### config.mk
export PLATFORM = sky130hd
export DESIGN_NAME = assert_status_monitor
export DESIGN_NICKNAME = d
export VERILOG_FILES = /design/src/rtl/assert_status_monitor.sv
export SDC_FILE = /design/constraint.sdc
export NUM_CORES = 1
export LEC_CHECK = 0
export ABC_AREA = 1
export CAP_MARGIN = 40
export CORE_MARGIN = 4
export CORE_UTILIZATION = 45
export CTS_CLUSTER_SIZE = 30
export DETAILED_ROUTE_END_ITERATION = 12
export GPL_TIMING_DRIVEN = 0
export PLACE_DENSITY = 0.78
export SYNTH_ARGS = -nofsm -noshare
export SYNTH_HDL_FRONTEND = slang
export SYNTH_SLANG_ARGS = --single-unit
### constraint.sdc
create_clock -name clk -period 1.38 [get_ports clk]
set_input_delay 0.276 -clock clk [delete_from_list [all_inputs] [get_ports clk]]
set_output_delay 0.276 -clock clk [all_outputs]
set_load 0.02 [all_outputs]
### src/rtl/assert_status_monitor.sv
// Debug/telemetry tap beside a 4-bit data path: registers the stream, runs a wrapping
// cycle counter, flags out-of-range data, decodes the input and keeps saturating cover counts.
module assert_status_monitor #(
    parameter int CNT_MAX  = 14,
    parameter int DATA_MAX = 14,
    parameter int COV_W    = 8
) (
    input  logic             clk,
    input  logic             rst,
    input  logic [3:0]       data_in,
    output logic [3:0]       data_out,
    output logic [3:0]       count,
    output logic             data_changed,
    output logic             range_err,
    output logic [3:0]       lo2_onehot,
    output logic [4:0]       u0_hit,
    output logic             u0_other,
    output logic [1:0]       prio_idx,
    output logic             prio_valid,
    output logic [COV_W-1:0] cov_a_cnt,
    output logic [COV_W-1:0] cov_b_cnt
);

    localparam logic [3:0] CNT_TC   = 4'(CNT_MAX);
    localparam logic [3:0] DATA_TOP = 4'(DATA_MAX);

    logic cov_a_cond;
    logic cov_b_cond;

    assign cov_a_cond = (data_in == 4'hA);
    assign cov_b_cond = (count == 4'd8);

    // >= rather than == so a corrupted count above the terminal value recovers to 0
    always_ff @(posedge clk or posedge rst) begin
        if (rst) begin
            data_out  <= 4'd0;
            count     <= 4'd0;
            range_err <= 1'b0;
            cov_a_cnt <= '0;
            cov_b_cnt <= '0;
        end else begin
            data_out <= data_in;
            count    <= (count >= CNT_TC) ? 4'd0 : count + 4'd1;
            if (data_in > DATA_TOP)
                range_err <= 1'b1;
            if (cov_a_cond && (cov_a_cnt != '1))
                cov_a_cnt <= cov_a_cnt + 1'b1;
            if (cov_b_cond && (cov_b_cnt != '1))
                cov_b_cnt <= cov_b_cnt + 1'b1;
        end
    end

    assign data_changed = (data_in != data_out);
    assign lo2_onehot   = 4'b0001 << data_in[1:0];
    assign u0_other     = ~|u0_hit;
    assign prio_valid   = |data_in;

    always_comb begin
        u0_hit = 5'b00000;
        case (data_in)
            4'd0:    u0_hit = 5'b00001;
            4'd1:    u0_hit = 5'b00010;
            4'd2:    u0_hit = 5'b00100;
            4'd4:    u0_hit = 5'b01000;
            4'd8:    u0_hit = 5'b10000;
            default: u0_hit = 5'b00000;
        endcase
    end

    always_comb begin
        prio_idx = 2'd0;
        if (data_in[3])
            prio_idx = 2'd3;
        else if (data_in[2])
            prio_idx = 2'd2;
        else if (data_in[1])
            prio_idx = 2'd1;
    end

endmodule

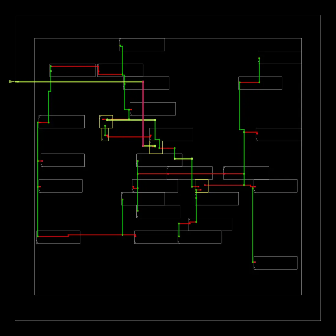
(images/clocks.png)
number of buffers created by CTS: 3
Fin Clk Skew: 0.00668 ns
sinks on the clock net: 25
sequential cell count of the final layout: 25
number of clock-tree buffers in the layout: 4

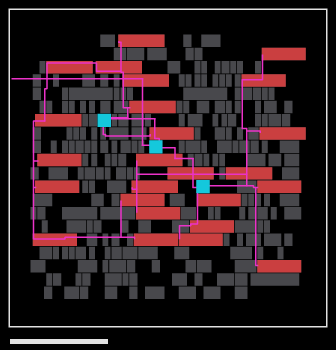
(images/clk_routes.png)
The bar under the picture is 20 um long.
- magenta: clock wires (length 309 um)
- red: flip-flops (count 25)
- cyan: clock drivers (count 3)
- routed clock nets: 4

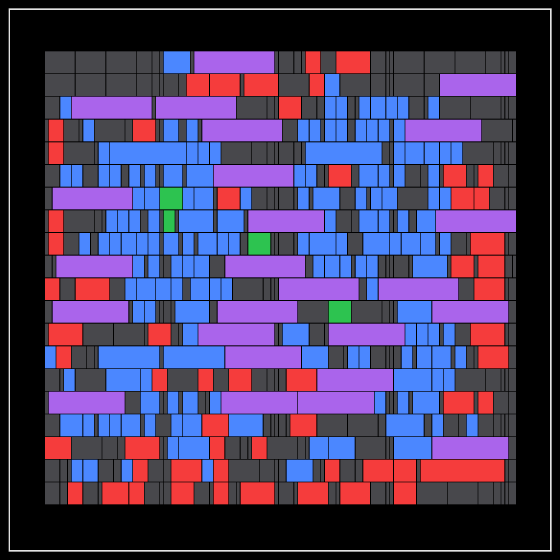
(images/placement_by_type.png)
Fill, decap, tap and diode cells in gray.
- red: other buffers and delay cells (cells 57; share of their area 23%)
- purple: flops (cells 25; share of their area 32%)
- green: clock drivers and dummy loads (cells 4; share of their area 1.3%)
- blue: combinational and other logic (cells 162; share of their area 44%)

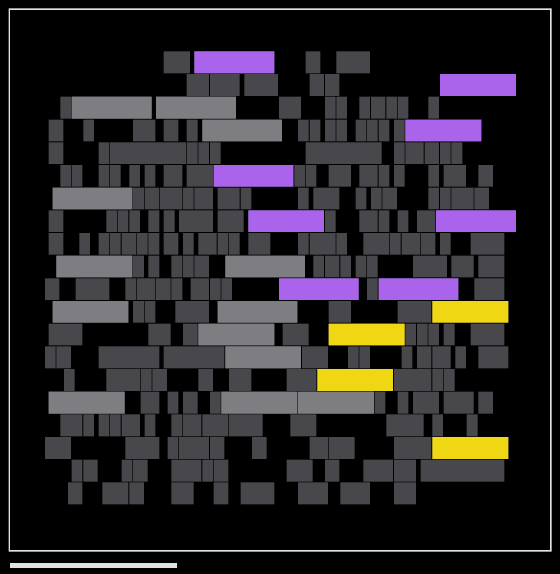
(images/flops_by_reg.png)
The bar under the picture is 20 um long.
- purple: `cov_b_cnt` (sequential cells 8)
- yellow: `count` (sequential cells 4)
- not colored: 13
register area: 639 um2
flop share of the area: 31.2%

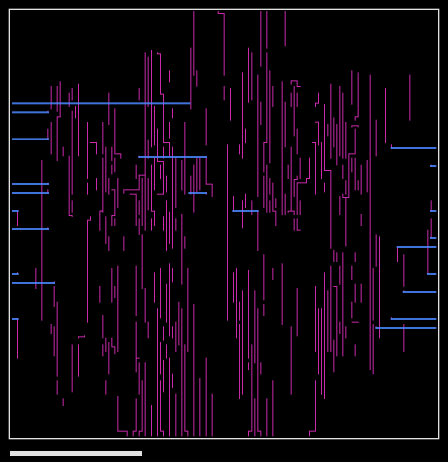
(images/wires.png)
The bar under the picture is 20 um long. Only two layers are drawn.
- magenta: metal 2 (wire length 1660 um)
- blue: metal 3 (wire length 114 um)

-- area by class of cell --
class	instances	area, um2	share of cell area [%]
Clock buffer	4	26.3	1.28
Inverter	28	113	5.49
Multi-Input combinational cell	134	764	37.3
Tap cell	44	55.1	2.68
Timing Repair Buffer	57	454	22.1
Sequential cell	25	639	31.2
-- worst register-to-register path, stage by stage (launching register included) --
cell     delay, ns
dfrtp_2       0.44
ha_4          0.16
inv_1         0.04
nor2_2        0.14
nand2_2       0.10
nand2_4       0.13
inv_4         0.06
nand2_1       0.05
nand2_1       0.05
-- power by group through the flow --
stage                     registers, mW  logic [mW]  clock network, mW
after floorplan                   0.883       0.163                  0
after global placement            0.840       0.373                  0
after detailed placement          0.841       0.385                  0
after CTS                         0.811       0.409              0.345
after global routing              0.827       0.459              0.377
final                             0.819       0.422              0.321
-- worst max path at each step --
stage	depth (start not counted)	slack (ns)	endpoint	startpoint
floorplan	4	-0.02	prio_valid	data_in[2]
global placement	6	-0.95	u0_other	data_in[3]
detailed placement	8	-0.96	u0_other	data_in[1]
CTS	6	-0.10	u0_other	data_in[3]
global route	3	-0.12	data_changed	data_out[0]$_DFF_PP0_
finish	3	-0.04	data_changed	data_out[3]$_DFF_PP0_
-- synth_stat cells, types with 2 or more instances --
master,count
nand2_1,64
inv_1,26
dfrtp_1,25
nor2_1,19
nand3_1,10
xnor2_1,9
ha_1,5
nand4_1,5
nand2_2,3
nand2_4,3
nor3_1,3
o21ai_0,3
nor2_2,2
xor2_1,2
-- logic make-up after synthesis --
family                     share of synthesized area, %
adders and majority gates                          4.31
buffers and inverters                              7.42
and+or+nand+nor                                    36.2
AOI/OAI and AO/OA                                  2.33
DFF                                                43.1
xor gates and xnor gates                           6.64
-- registers in the layout, indices dropped and copies added (netlist names) --
name and count:
data_out 4, range_err 1, cov_a_cnt 8, count 4, cov_b_cnt 8
-- per-stage QoR --
stage	utilization, %	setup TNS [ns]	setup slack [ns]	instance area (um2)
2_1_floorplan	-	-0.0206	-0.0206	1460
3_3_place_gp	63.5	-14.25	-0.953	1950
3_5_place_dp	64.3	-12.53	-0.958	1980
4_1_cts	66.3	-0.167	-0.100	2040
5_1_grt	66.7	-0.186	-0.122	2050
6_report	66.7	-0.0403	-0.0403	2050
-- what timing repair did --
action,4_1_cts,5_1_grt
endpoints found under the setup margin,46,44
setup buffers,6,6
resized,113,39
gates cloned,0,0
pin swaps,0,3
-- per-layer routing --
metal	part of all wire, %	wire [um]	global-route usage, %
met1	44	1390	19.3
met2	52	1660	28.0
met3	3.5	113	3.64
met4	0.41	13	3.17
met5	0	0	0
==> Changelog: implementation <==
### Changed

- Core Util at FP: 47.1%
- Syn-to-layout area delta: 41.5%
- Flop and latch count out of synthesis: 25
- Final Total Pwr: 1.56 mW
- Number of placement rows: 20
- Vias: 1330
- WL final: approximately 3200 um
- Via density: between 4 and 5
- Overall track demand over capacity in global routing: around 16%
- Biggest fanout along the worst timing path: 2
- Die Span X: between 60 and 70 um
- Clock power share: 20.6%
- Post-placement cell count: about 280
- Number of antenna violations at the first check in global routing: 0
- Port-buffer cells: approximately 44
- First-pass DRT Iterations: 4
- Switching share of total power: 31.3%
- Average cell area after synthesis: 7.75 um2
- Most instantiated logic cell after routing: nand2_1
- DR WL/cell: about 11 um
- Largest voltage drop on the vdd net: 688 uV
- Netlist cell types: 22
- Total number of nets in the final design: 260
- Synth warnings: 0
- Die Y: 64.8 um
- Result of the run: complete, but fails checks
- Max capacitance violation total: 0
- Hold-critical path depth: 1
- Proportion of power drawn by flip-flops and latches: 52.4%
- Unrepaired setup endpoints after global routing: true
- DR iter-0 viols: 58
- Crit path DAT: 1.14 ns
- Hold crit path type: in -> reg
- Largest net degree at the start of global routing: 22
- Worst path max stage delay: 0.41 ns
- Final antenna diode count: 0
- Cell count after synthesis: 187
- Startpoint of the tightest hold check path: data_in[0]
- Synth Cell Area: around 0.0015 mm2
- Switching power total: 0.488 mW
- Setup violation total in the final timing report: 1
- Final Wtd Congestion: 0.795
- Root buffer cell: clkbuf_4
- Kind of launch point of the worst setup path: register
- Worst-Margin Slew: about 0.28 ns
- Post-route insts no fill: slightly below 300
- Total number of H-tree levels: 1
- Flip-flops with a built-in enable: 0
- Net count after synthesis: 198
- Global-route wire length before repair: 5260 um
- Sequence of cells on the critical path: xnor2_1, nand4_1, buf_2
- Placed wire-length estimate after detailed placement: 2350 um
- Remaining routing DRC violations: 0
- Worst-case headroom to the max-slew limit: about 81%
- WP buf/inv: 1
- Max Clk Rate: 0.704 GHz
- Via count of the first global-routing pass: 1198
- I/O pin count: 45
- Largest cells by area: dfrtp_1 (43%), nand2_1 (17%), inv_1 (6.7%)
- Worst Setup Path Type: reg -> out
- Count of final max-slew check failures: 0
- Prevailing post-synth register cell: dfrtp_1
- Post-CTS Hold Fix Bufs: 0
- Register area share after synthesis: around 43%
- Top cell area share: 43.1%
- Cell family with most CP delay: flip-flops
- Startpoint of the most critical register-to-register path: cov_b_cnt[0]$_DFFE_PP0P_
- Max Root-Sink Buffers: 2
- Final Worst Setup Slack: -0.0403 ns
- Number of routed nets with antenna violations: 0
- Capturing point of the worst reg2reg path: cov_b_cnt[0]$_DFFE_PP0P_
- Internal portion of total power: around 1.1 mW
- Slowest library cell on the worst path: dfrtp_1
- Final-layout worst hold slack: 0.124 ns
- Failing checks: setup timing
- Worst endpoint required time: 1.10 ns
- Share of layout cells above drive strength 1: 32.7%
- Sum of overflow across all layers after global routing: 0
- Final cycle utilization of the critical path: 103%
- TritonCTS clock tree: built
- Count of tool warnings: 31
- Core footprint: 0.00308 mm2
- Post-route minimum period: ~1.4 ns
- Setup slack of the worst register-to-register path: 0.10 ns
- Latest clock arrival within the worst-skew pair: 0.31 ns
- Leakage dissipation: 1.02 nW
- Count of fill cells added during filler insertion: between 200 and 300
- Chip Footprint: 0.00419 mm2
- Number of cell instances on the worst register-to-register path: 8
- Final Hold Violating Endpoints: 0
- PwrDens: about 760 mW/mm2
- Most frequent cells in the layout: nand2_1 (62), inv_1 (21), nor2_1 (18)
- Total cell area reported by yosys after synthesis: 0.00145 mm2
- Cells in synth_stat.txt: 187
- End point of the worst hold path: data_out[0]$_DFF_PP0_
- Setup crit end kind: output pin
- Share of total power in combinational logic: 27.0%
- Clock slew at the register clock pins of the worst setup and hold paths: 0.13 ns
- Cell taking the most area after synthesis: dfrtp_1
- Synth async-reset ratio: 100%
Power and IR drop assume default switching activity.
